Figure 1. Track usage over the die (run 1).
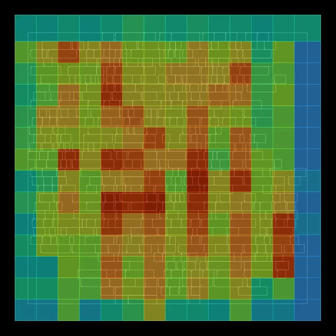
Figure 2. Where the registers sit (run 1).
Bar = 20 um.
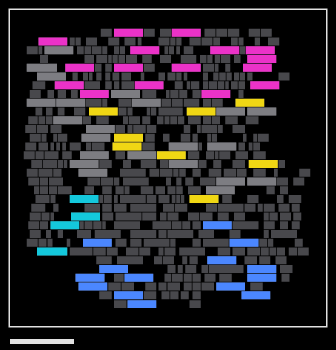
Figure 3. Logic cells by family (run 1).
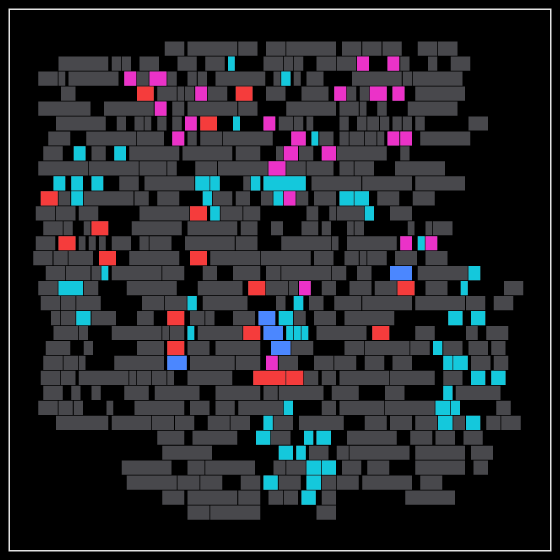
`config.mk`:
```
export PLATFORM = sky130hd
export DESIGN_NAME = dna_pattern_detector
export DESIGN_NICKNAME = d
export VERILOG_FILES = /design/src/rtl/dna_pkg.sv /design/src/rtl/dna_hist_shift.sv /design/src/rtl/dna_pattern_detector.sv
export SDC_FILE = /design/constraint.sdc
export NUM_CORES = 1
export LEC_CHECK = 0
export CAP_MARGIN = 20
export CORE_MARGIN = 4
export CORE_UTILIZATION = 53
export DETAILED_ROUTE_END_ITERATION = 16
export MAX_ROUTING_LAYER = met4
export PLACE_DENSITY = 0.77
export SYNTH_ARGS = -nofsm -noshare
export SYNTH_HDL_FRONTEND = slang
export SYNTH_SLANG_ARGS = --single-unit
```
`constraint.sdc`:
```
create_clock -name clk -period 3.75 [get_ports clk]
set_input_delay 0.75 -clock clk [delete_from_list [all_inputs] [get_ports clk]]
set_output_delay 0.75 -clock clk [all_outputs]
set_load 0.02 [all_outputs]
```
`src/rtl/dna_pkg.sv`:
```
// Shared nucleotide definitions for the DNA pattern detector slice.
package dna_pkg;

  // One nucleotide symbol on the 2-bit stream.
  typedef logic [1:0] sym_t;

  localparam sym_t SYM_A = 2'b00;
  localparam sym_t SYM_T = 2'b01;
  localparam sym_t SYM_C = 2'b10;
  localparam sym_t SYM_G = 2'b11;

endpackage

```
`src/rtl/dna_hist_shift.sv`:
```
// Symbol history shift register plus the count of valid history entries.
// The shifted-in view is exported so the matcher can look at the window
// the way it will stand after the current edge.
module dna_hist_shift
  import dna_pkg::*;
#(
  parameter int MAX_LEN = 8,
  parameter int LEN_W   = $clog2(MAX_LEN + 1)
) (
  input  logic                     clk,
  input  logic                     rst,
  input  logic                     shift,
  input  logic                     clr,
  input  sym_t                     x,
  output sym_t [MAX_LEN-1:0]       hist_nxt,
  output logic [LEN_W-1:0]         fill_nxt,
  output logic [LEN_W-1:0]         fill
);

  sym_t [MAX_LEN-1:0] hist_q, hist_d;
  logic [LEN_W-1:0]   fill_q, fill_d;

  // History and depth as they would be if the current symbol is accepted.
  always_comb begin
    hist_d = {hist_q[MAX_LEN-2:0], x};
    fill_d = (fill_q == LEN_W'(MAX_LEN)) ? fill_q : fill_q + LEN_W'(1);
  end

  // History moves only on accepted symbols; a clear wins over the increment.
  always_ff @(posedge clk or posedge rst) begin
    if (rst) begin
      hist_q <= '0;
      fill_q <= '0;
    end else begin
      if (shift) hist_q <= hist_d;
      if (clr) fill_q <= '0;
      else if (shift) fill_q <= fill_d;
    end
  end

  assign hist_nxt = hist_d;
  assign fill_nxt = fill_d;
  assign fill     = fill_q;

endmodule

```
`src/rtl/dna_pattern_detector.sv`:
```
// Streaming nucleotide pattern detector with programmable pattern, length,
// wildcard mask and overlap mode, plus a saturating match counter.
module dna_pattern_detector
  import dna_pkg::*;
#(
  parameter  int MAX_LEN = 8,
  parameter  int CNT_W   = 16,
  localparam int IDX_W   = $clog2(MAX_LEN),
  localparam int LEN_W   = $clog2(MAX_LEN + 1)
) (
  input  logic             clk,
  input  logic             rst,
  input  logic [1:0]       x,
  input  logic             x_valid,
  input  logic             pat_wr,
  input  logic [IDX_W-1:0] pat_idx,
  input  logic [1:0]       pat_sym,
  input  logic             pat_dc,
  input  logic             cfg_wr,
  input  logic [LEN_W-1:0] cfg_len,
  input  logic             cfg_ovl,
  input  logic             cnt_clr,
  output logic             y,
  output logic [CNT_W-1:0] match_cnt,
  output logic [LEN_W-1:0] fill
);

  sym_t [MAX_LEN-1:0] pat_q;
  logic [MAX_LEN-1:0] dc_q;
  logic [LEN_W-1:0]   len_q;
  logic               ovl_q;
  logic               y_q;
  logic [CNT_W-1:0]   cnt_q;

  sym_t [MAX_LEN-1:0] hist_nxt;
  logic [LEN_W-1:0]   fill_nxt;
  logic [IDX_W-1:0]   pos;
  logic               cfg_any, shift, all_ok, match, fill_clr;

  // Any configuration write owns the edge: the symbol is dropped and the
  // window restarts. A non-overlapping match also restarts the window.
  assign cfg_any  = pat_wr | cfg_wr;
  assign shift    = x_valid & ~cfg_any;
  assign fill_clr = cfg_any | (match & ~ovl_q);

  dna_hist_shift #(
    .MAX_LEN (MAX_LEN),
    .LEN_W   (LEN_W)
  ) u_hist (
    .clk      (clk),
    .rst      (rst),
    .shift    (shift),
    .clr      (fill_clr),
    .x        (x),
    .hist_nxt (hist_nxt),
    .fill_nxt (fill_nxt),
    .fill     (fill)
  );

  // Compare every active slot against the post-shift window; slot 0 is the
  // oldest symbol of the window, so it lines up with hist_nxt[len-1].
  always_comb begin
    all_ok = 1'b1;
    pos    = '0;
    for (int i = 0; i < MAX_LEN; i++) begin
      pos = IDX_W'(len_q - LEN_W'(i + 1));
      if ((LEN_W'(i) < len_q) && !dc_q[i] && (pat_q[i] != hist_nxt[pos]))
        all_ok = 1'b0;
    end
  end

  assign match = shift && (len_q != '0) && (fill_nxt >= len_q) && all_ok;

  // Pattern slots and window configuration; length is clamped to MAX_LEN.
  always_ff @(posedge clk or posedge rst) begin
    if (rst) begin
      pat_q <= {MAX_LEN{SYM_A}};
      dc_q  <= '0;
      len_q <= '0;
      ovl_q <= 1'b1;
    end else begin
      if (pat_wr && (int'(pat_idx) < MAX_LEN)) begin
        pat_q[pat_idx] <= pat_sym;
        dc_q[pat_idx]  <= pat_dc;
      end
      if (cfg_wr) begin
        len_q <= (cfg_len > LEN_W'(MAX_LEN)) ? LEN_W'(MAX_LEN) : cfg_len;
        ovl_q <= cfg_ovl;
      end
    end
  end

  // Registered match pulse and saturating counter; clear beats increment.
  always_ff @(posedge clk or posedge rst) begin
    if (rst) begin
      y_q   <= 1'b0;
      cnt_q <= '0;
    end else begin
      y_q <= match;
      if (cnt_clr) cnt_q <= '0;
      else if (match && (cnt_q != '1)) cnt_q <= cnt_q + CNT_W'(1);
    end
  end

  assign y         = y_q;
  assign match_cnt = cnt_q;

endmodule

```
==> Slide: Implementation Results, run 1 <==
Key Metrics from the Run

Status
  • Outcome: complete, no violations

Worst setup path
  • Critical Path Most Common Cell: buf_4
  • Worst Path Arrival: 3.66 ns
  • R2r startpoint: len_q[0]
  • CP Class: reg2reg
  • Worst Path Required: 4.02 ns
  • CP Cell Sequence: inv_1 -> ha_1 -> buf_4 -> mux4_2 -> mux2i_1 -> xnor2_1 -> a211o_1 -> nor4_4 -> nand3_2 -> buf_4 -> or3_1 -> a21oi_1

Drt
  • Final wirelength: 9550 um
  • Vias post-DR: 3,364
  • Vias per cell: 6.14
  • Drt wl/cell: 17.4 um

Floorplanning
  • Num rows: 32
  • Die footprint: 9630 um2
  • Chip height: 98.2 um
  • Die Wd: 98.2 um

Timing
  • Cycle use final: 0.904
  • Setup violators final: 0
  • Worst slew margin: 0.478
  • Setup TNS: 0 ns
  • Fin. Hold Viols: 0
  • Setup ws final: 0.360 ns

Cells and area
  • Fillers: 635
  • Design Area, Final: 5060 um2
  • Final nets: 469
  • Antenna Cells: 0
  • Logic area: 2540 um2

Hold path
  • Hold_sp: dc_q[5]
  • Hold Crit Depth: 1

Place
  • Dpl ws: 0.107 ns
  • Area after DPL: 4860 um2
  • Post-detail-place hpwl: 7020 um

Logic synthesis
  • Synth top area cells: dfrtp_1, mux2_2, mux4_2, mux2i_1, nor3b_1
  • Synth cell types: 46
  • Yosys Chip Area: 4310 um2
  • Synth cell count leaders: dfrtp_1, mux2_2, mux2i_1, nor3b_1, o21ai_0
  • Post-synth EDFFs: 0
  • Synthesized area: 4310 um2
  • Top-count cell post-synth: dfrtp_1
  • Synthesized area per cell: 11.0 um2

Clocking
  • Clk_lat worst skew: 0.35 ns
  • H-Tree Level Count: 3
  • Max clock buf depth: 2
  • Setup Fix Bufs, Post-CTS: 0
  • Hold Buf Count CTS: 0

Run
  • Log Warnings: 28
  • Max cap viols: 0

Global routing
  • Congestion Overflow GR: 0
  • Antenna violations before repair: 0

Pwr
  • Static Leak: 0.00198 uW
  • Power, Total: 2400 uW
Back to the opening pictures, Figure 1:
GR Util met1: 0.278
global-route met3 utilization: 0.0314

Back to the opening pictures, Figure 2:
- dc_q: yellow (placed flops 8)
- len_q: cyan (placed flops 4)
- match_cnt: magenta (placed flops 16)
- u_hist.hist_nxt: blue (placed flops 14)
fraction of area in registers: 0.317
final core occ: 0.649
register area: 1600 um2
Seq power: 988 uW

Back to the opening pictures, Figure 3:
- NOR gates: cyan (cells 57)
- XOR/XNOR gates: red (cells 17)
- AND-OR and OR-AND gates: blue (cells 5; where center)
- AND and OR gates: magenta (cells 23)

## run 1: sequential cells by signal, summed over array words and instances, names as in the netlist
| name | count |
|---|---|
| dc_q | 8 |
| len_q | 4 |
| match_cnt | 16 |
| ovl_q | 1 |
| pat_q | 16 |
| u_hist.fill | 4 |
| u_hist.hist_nxt | 14 |
| y | 1 |
## run 1: final cells by class
cell class,instances,share of cell area
repair buffers,57,0.106
well taps,102,0.0252
clock buffers,10,0.0272
clock inverters,6,0.0133
multi-input cells,297,0.502
flip-flops and latches,64,0.317
inverters,12,0.00889
## run 1: worst max-delay path, delay by kind of cell (launching register included)
| family | cells | cell delay, ns |
|---|---|---|
| AND/OR/NAND/NOR | 3 | 0.82 |
| XOR/XNOR | 1 | 0.11 |
| flip-flops | 1 | 0.38 |
| multiplexers | 2 | 0.54 |
| buffers and inverters | 3 | 0.53 |
| AND-OR/OR-AND | 2 | 0.52 |
| adder cells (fa/ha/maj) | 1 | 0.41 |
## run 1: logic make-up (layout without fill, tap and decap cells)
family,count (synthesis),count (layout),share of synthesized area
and+or+nand+nor,130,130,0.188
muxes,91,91,0.270
DFF,64,64,0.372
AOI/OAI and AO/OA,50,50,0.0706
buffers and inverters,32,85,0.0372
xor gates and xnor gates,17,17,0.0363
adders and majority gates,9,9,0.0261
## run 1: per-stage QoR
step                      hold WS (ns)  instances
final                            0.528        548
after detailed placement         0.504        532
after global routing             0.541        548
after CTS                        0.529        548
after global placement           0.491        532
after floorplan                  0.481        393
## run 1: per-layer routing
layer,part of all wire,vias up,track usage
li1,-,1599,-
met3,0.045,23,0.0314
met1,0.45,1666,0.278
met2,0.48,76,0.323
met4,0.025,0,0.0840
met5,0,-,-
## run 1: where the power goes
group / internal, uW / switching, uW / total [uW]
Clock: 327 / 284 / 611
Combinational: 444 / 360 / 804
Sequential: 816 / 172 / 988
## run 1: worst max path at each step
stage | startpoint | to | slack [ns] | cells past startpoint
after detailed placement | x[1] | match_cnt[5] | 0.11 | 10
after CTS | len_q[0] | match_cnt[3] | 0.36 | 12
after global placement | x[1] | match_cnt[7] | 0.16 | 10
final | len_q[0] | match_cnt[3] | 0.36 | 12
after floorplan | len_q[0] | match_cnt[10] | 0.04 | 16
after global routing | len_q[0] | match_cnt[7] | 0.17 | 12
## run 1: layout by cell type, fill, tap and decap left out, types with 4 or more instances in the layout
master and count:
nand4_1 12, nand3_1 8, clkbuf_8 10, mux4_2 16, mux2_2 42, nor2_1 10, ha_1 9, dfrtp_1 62
nand3b_1 11, nor4_1 4, or3_1 14, clkdlybuf4s50_1 39, mux2i_1 33, buf_4 17, nor3b_1 21, xor2_1 10
o21ai_0 18, a211oi_1 6, nor3_1 17, xnor2_1 6, inv_1 9, nand2_1 13, a21oi_1 16
Figure 4. Metal 2 (run 1).
Bar = 20 um.
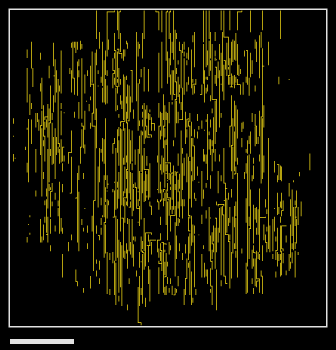

==> run 2: changes to the inputs <==
--- a/config.mk
+++ b/config.mk
@@ -7,10 +7,12 @@
 export LEC_CHECK = 0
 export CAP_MARGIN = 20
 export CORE_MARGIN = 4
-export CORE_UTILIZATION = 53
+export CORE_UTILIZATION = 56
 export DETAILED_ROUTE_END_ITERATION = 16
+export DONT_BUFFER_PORTS = 1
 export MAX_ROUTING_LAYER = met4
-export PLACE_DENSITY = 0.77
+export PLACE_DENSITY = 0.74
 export SYNTH_ARGS = -nofsm -noshare
 export SYNTH_HDL_FRONTEND = slang
 export SYNTH_SLANG_ARGS = --single-unit
+export TNS_END_PERCENT = 100
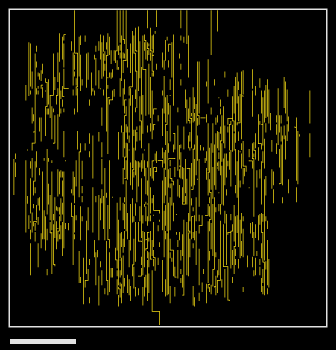
Figure 5: run 2, metal 2.
Bar = 20 um.
- wire length on this layer: 4,430 um
- longest straight run: 30.3 um

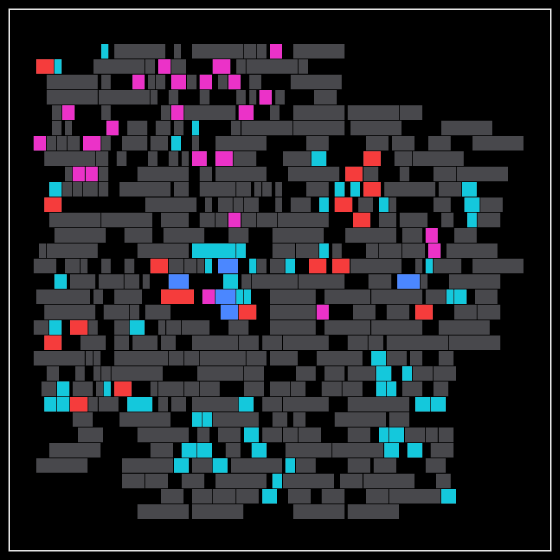
Figure 6: run 2, logic cells by family.
- AND and OR gates: magenta (cells 23)
- AND-OR and OR-AND gates: blue (cells 5; where center)
- XOR/XNOR gates: red (cells 17)
- NOR gates: cyan (cells 57)
Non-Filler Instances: 499
Comb area share: 0.550

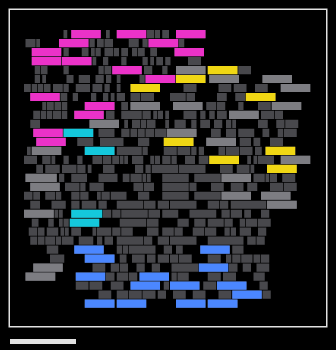
Figure 7: run 2, where the registers sit.
Bar = 20 um.
- len_q: cyan (placed flops 4; where middle left)
- match_cnt: magenta (placed flops 16)
- u_hist.hist_nxt: blue (placed flops 14; where bottom center)
- dc_q: yellow (placed flops 8)
Seq power: 1000 uW
final core occ: 0.629

==> run 2 against run 1 <==
Core utilization shrank 2.0 points. Sequential power is essentially flat. Synthesized cell count is the same. Hold slack lost 0.060 ns. Worst setup slack lost 0.058 ns. Area after synthesis is the same. Sequential share of layout area grew 2.9 points. Largest power group unchanged. Highest routed layer unchanged.
==> Slide: Implementation Results, run 2 <==
Key Metrics from the Run

Timing
  • Setup violators final: 0
  • Worst slew margin: 0.398
  • Fin. Hold Viols: 0
  • Hold slack: 0.467 ns

Worst setup path
  • CP Class: reg2reg
  • Critical Path Sink: match_cnt[7]
  • Critical Path Most Common Cell: buf_4
  • R2r startpoint: len_q[0]
  • Crit path launch: len_q[0]
  • Worst Path Required: 4.01 ns
  • Worst Path Arrival: 3.71 ns

Hold path
  • Hold Crit Depth: 1

Logic synthesis
  • Synth cell count leaders: dfrtp_1, mux2_2, mux2i_1, nor3b_1, o21ai_0
  • Post-synth EDFFs: 0
  • Top-count cell post-synth: dfrtp_1
  • Synthesized area: 4310 um2
  • Synth cell types: 46
  • Synth top area cells: dfrtp_1, mux2_2, mux4_2, mux2i_1, nor3b_1

Cells and area
  • Antenna Cells: 0
  • Fillers: 622
  • Final nets: 424
  • Most numerous logic cell after layout: dfrtp_1

Drt
  • Drt wl/cell: 19.1 um
  • Final wirelength: 9560 um
  • Vias per cell: 6.44
  • Vias post-DR: 3,216

Global routing
  • Congestion Overflow GR: 0
  • Antenna violations before repair: 0

Clocking
  • Hold Buf Count CTS: 0
  • Setup Fix Bufs, Post-CTS: 0
  • H-Tree Level Count: 3
  • Max clock buf depth: 2

Floorplanning
  • Chip height: 95.7 um
  • Num rows: 31
  • Die Wd: 95.7 um

Place
  • Post-detail-place hpwl: 6980 um
  • Area after DPL: 4420 um2

Run
  • Max cap viols: 0

Pwr
  • Static Leak: 0.00182 uW

Status
  • Outcome: complete, no violations
run 2: netlist changes by cell type in the layout (fill, tap and decap cells not counted), sizes merged:
cell,previous run,this run
clkbuf,10,9
buf,18,12
bufinv,1,2
inv,11,10
clkdlybuf4s50,39,0
run 2: logic make-up (layout without fill, tap and decap cells):
kind of cell / after synthesis / after routing / share of synthesized area
buf+inv: 32 / 39 / 0.0372
simple gates: 130 / 130 / 0.188
xor+xnor: 17 / 17 / 0.0363
fa+ha+maj: 9 / 9 / 0.0261
compound gates: 50 / 50 / 0.0706
mux: 91 / 91 / 0.270
flops: 64 / 64 / 0.372
run 2: through the flow:
stage	power, uW	utilization	std cells	worst slack, ns
floorplan	1570	-	393	0.0359
global placement	1740	0.600	484	0.390
detailed placement	1770	0.600	484	0.294
CTS	2410	0.628	499	0.247
global route	2540	0.629	499	0.0161
finish	2400	0.629	499	0.302
run 2: worst min-delay path by stage:
stage | to | slack [ns]
global placement | dc_q[3] | 0.51
global route | match_cnt[14] | 0.44
CTS | match_cnt[14] | 0.45
finish | match_cnt[14] | 0.47
floorplan | dc_q[5] | 0.48
detailed placement | dc_q[3] | 0.52
run 2: what timing repair did:
action	CTS	global route
endpoints found under the hold margin	0	0
resized	0	1
setup endpoints to repair	0	2
run 2: cell type report:
type | instances | area, um2 | share of cell area
clock inverter | 6 | 85.1 | 0.0183
timing repair buffer | 12 | 103 | 0.0221
sequential | 64 | 1600 | 0.346
tap | 99 | 124 | 0.0267
inverter | 12 | 45.0 | 0.00971
multi-input combinational | 297 | 2550 | 0.550
clock buffer | 9 | 124 | 0.0267
run 2: critical path: cells and delay by family (launching register included):
kind	cells	cell delay (ns)
AND/OR/NAND/NOR	3	0.89
adder cells (fa/ha/maj)	1	0.34
AND-OR/OR-AND	3	0.81
buffers and inverters	3	0.58
multiplexers	1	0.35
flip-flops	1	0.40
run 2: report_power, final:
group,internal [uW],leakage [uW],switching (uW)
clock network,368,0.000101,267
logic,419,0.000904,344
registers,816,0.000814,186
total,1600,0.00182,797
run 2: routing by layer:
layer / GRT usage / wire (um)
met1: 0.315 / 4260
met2: 0.336 / 4430
met3: 0.0672 / 730
met4: 0.0735 / 138
met5: - / 0
==> run 3: changes to the inputs <==
--- a/config.mk
+++ b/config.mk
@@ -10,6 +10,7 @@
 export CORE_UTILIZATION = 56
 export DETAILED_ROUTE_END_ITERATION = 16
 export DONT_BUFFER_PORTS = 1
+export GPL_TIMING_DRIVEN = 1
 export MAX_ROUTING_LAYER = met4
 export PLACE_DENSITY = 0.74
 export SYNTH_ARGS = -nofsm -noshare
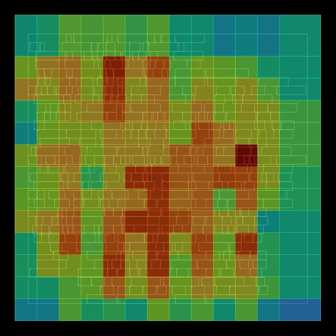
Figure 8: run 3, track usage over the die.
GR Util met1: 0.315
met2 GRT Util: 0.336

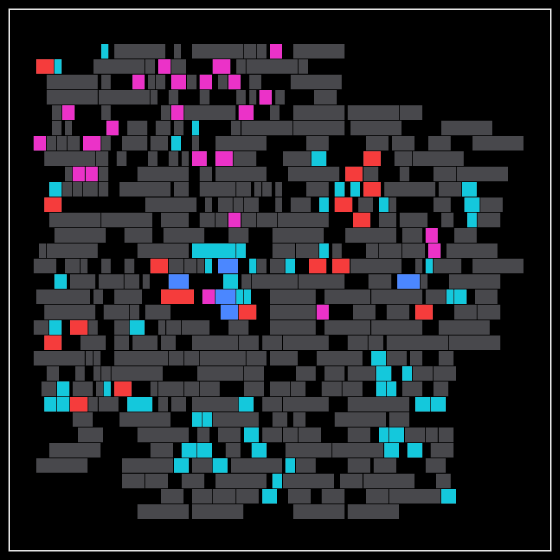
Figure 9: run 3, logic cells by family.
- AND-OR and OR-AND gates: blue (cells 5; where center)
- XOR/XNOR gates: red (cells 17)
- AND and OR gates: magenta (cells 23)
- NOR gates: cyan (cells 57)
most numerous logic cell after layout: dfrtp_1

==> run 3 against run 2 <==
Design area unchanged. Clock-buffer cell count unchanged. Combinational power about the same. First-iteration DRC count unchanged. Synthesized cell count unchanged. Sequential power about the same. Worst setup slack unchanged. Highest routed layer unchanged.
==> Slide: Implementation Results, run 3 <==
Key Metrics from the Run

Status
  • Outcome: complete, no violations

Cells and area
  • Non-Filler Instances: 499
  • Final nets: 424
  • Register area: 1600 um2
  • Antenna Cells: 0
  • Most numerous logic cells after layout: dfrtp_1, mux2_2, mux2i_1
  • Logic area: 2550 um2

Worst setup path
  • CP Class: reg2reg
  • Worst Path Required: 4.01 ns

Place
  • Post-detail-place hpwl: 6980 um

Timing
  • Worst slew margin: 0.398
  • Fin. Hold Viols: 0
  • Setup violators final: 0

Clocking
  • Cts repair resizes: 0
  • Clk_lat worst skew: 0.34 ns
  • Hold Buf Count CTS: 0
  • Max clock buf depth: 2
  • Setup Fix Bufs, Post-CTS: 0
  • H-Tree Level Count: 3

Logic synthesis
  • Synthesized area: 4310 um2
  • Synth mux share: 0.270
  • Yosys simple share: 0.188
  • Yosys Chip Area: 4310 um2
  • Post-Synth AOI/OAI Area: 0.0706
  • Post-synthesis xor/xnor area fraction: 0.0363
  • Main logic family: multiplexers
  • Synthesized area per cell: 11.0 um2
  • Post-synth EDFFs: 0
  • Synth cell count leaders: dfrtp_1, mux2_2, mux2i_1, nor3b_1, o21ai_0

Hold path
  • Hold Crit Depth: 1
  • Hold EP: match_cnt[14]

Global routing
  • Congestion Overflow GR: 0
  • Antenna violations before repair: 0

Drt
  • Vias per cell: 6.44
  • Final wirelength: 9560 um
  • Drt wl/cell: 19.1 um
  • Vias post-DR: 3,216

Pwr
  • Power, Total: 2400 uW

Floorplanning
  • Die footprint: 9160 um2
  • Chip height: 95.7 um

Run
  • Max cap viols: 0
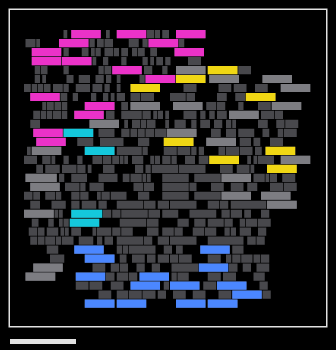
Figure 10: run 3, where the registers sit.
Bar = 20 um.
- len_q: cyan (placed flops 4; where middle left)
- u_hist.hist_nxt: blue (placed flops 14; where bottom center)
- match_cnt: magenta (placed flops 16)
- dc_q: yellow (placed flops 8)
- not colored: 22

run 3: layer usage:
layer / routed length, um / track usage
met5: 0 / -
met4: 138 / 0.0735
met3: 730 / 0.0672
met2: 4430 / 0.336
met1: 4260 / 0.315
run 3: cells by family after synthesis:
| kind of cell | count (synthesis) |
|---|---|
| xor gates and xnor gates | 17 |
| buffers and inverters | 32 |
| DFF | 64 |
| adders and majority gates | 9 |
| and+or+nand+nor | 130 |
| muxes | 91 |
| AOI/OAI and AO/OA | 50 |
run 3: stage by stage:
| stage | hold slack [ns] | setup WS, ns | instance area (um2) | util |
|---|---|---|---|---|
| global route | 0.439 | 0.0161 | 4640 | 0.629 |
| floorplan | 0.481 | 0.0359 | 4310 | - |
| global placement | 0.506 | 0.390 | 4420 | 0.600 |
| finish | 0.467 | 0.302 | 4640 | 0.629 |
| CTS | 0.452 | 0.247 | 4630 | 0.628 |
| detailed placement | 0.521 | 0.294 | 4420 | 0.600 |
run 3: how the worst max path moves through the flow:
stage | slack [ns] | cells after the start | start | to
5_1_grt | 0.02 | 12 | len_q[0] | match_cnt[5]
2_1_floorplan | 0.04 | 16 | len_q[0] | match_cnt[10]
3_5_place_dp | 0.29 | 11 | len_q[0] | match_cnt[7]
6_report | 0.30 | 11 | len_q[0] | match_cnt[7]
3_3_place_gp | 0.39 | 11 | len_q[0] | match_cnt[3]
4_1_cts | 0.25 | 11 | len_q[0] | match_cnt[7]
run 3: where the power goes:
part / internal, uW / total, uW / switching, uW / leakage (uW)
clock network: 368 / 635 / 267 / 0.000101
logic: 419 / 763 / 344 / 0.000904
registers: 816 / 1000 / 186 / 0.000814
total: 1600 / 2400 / 797 / 0.00182
run 3: critical path: stages (launching register included):
cell     delay, ns
dfrtp_2       0.40
inv_1         0.07
ha_1          0.34
buf_4         0.27
mux4_2        0.35
a311o_1       0.33
a211o_1       0.33
nor4_4        0.37
nand3_4       0.18
buf_4         0.24
or3_1         0.34
a21oi_1       0.15
run 3: cell type report:
class / count / area share
Inverter: 12 / 0.00971
Multi-Input combinational cell: 297 / 0.550
Tap cell: 99 / 0.0267
Timing Repair Buffer: 12 / 0.0221
Sequential cell: 64 / 0.346
Clock buffer: 9 / 0.0267
Clock inverter: 6 / 0.0183

==> screenshots <==
Signal wires on met3.
picture 1
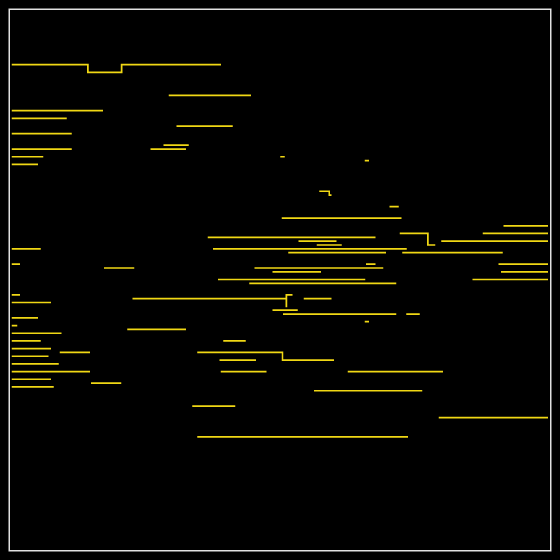
picture 2
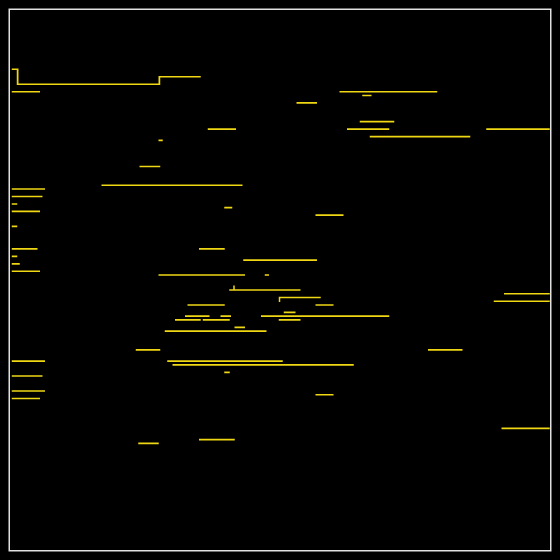
- run 1 = picture 2
- run 2 = picture 1

Key to picture 2:
- nets with wire on the layer: 41
- main direction: horizontal
- wire length on this layer: 428 um
- share of all routed wire: 4.5%
- longest straight run: 32.7 um

Power is estimated from default activity; no workload was simulated.
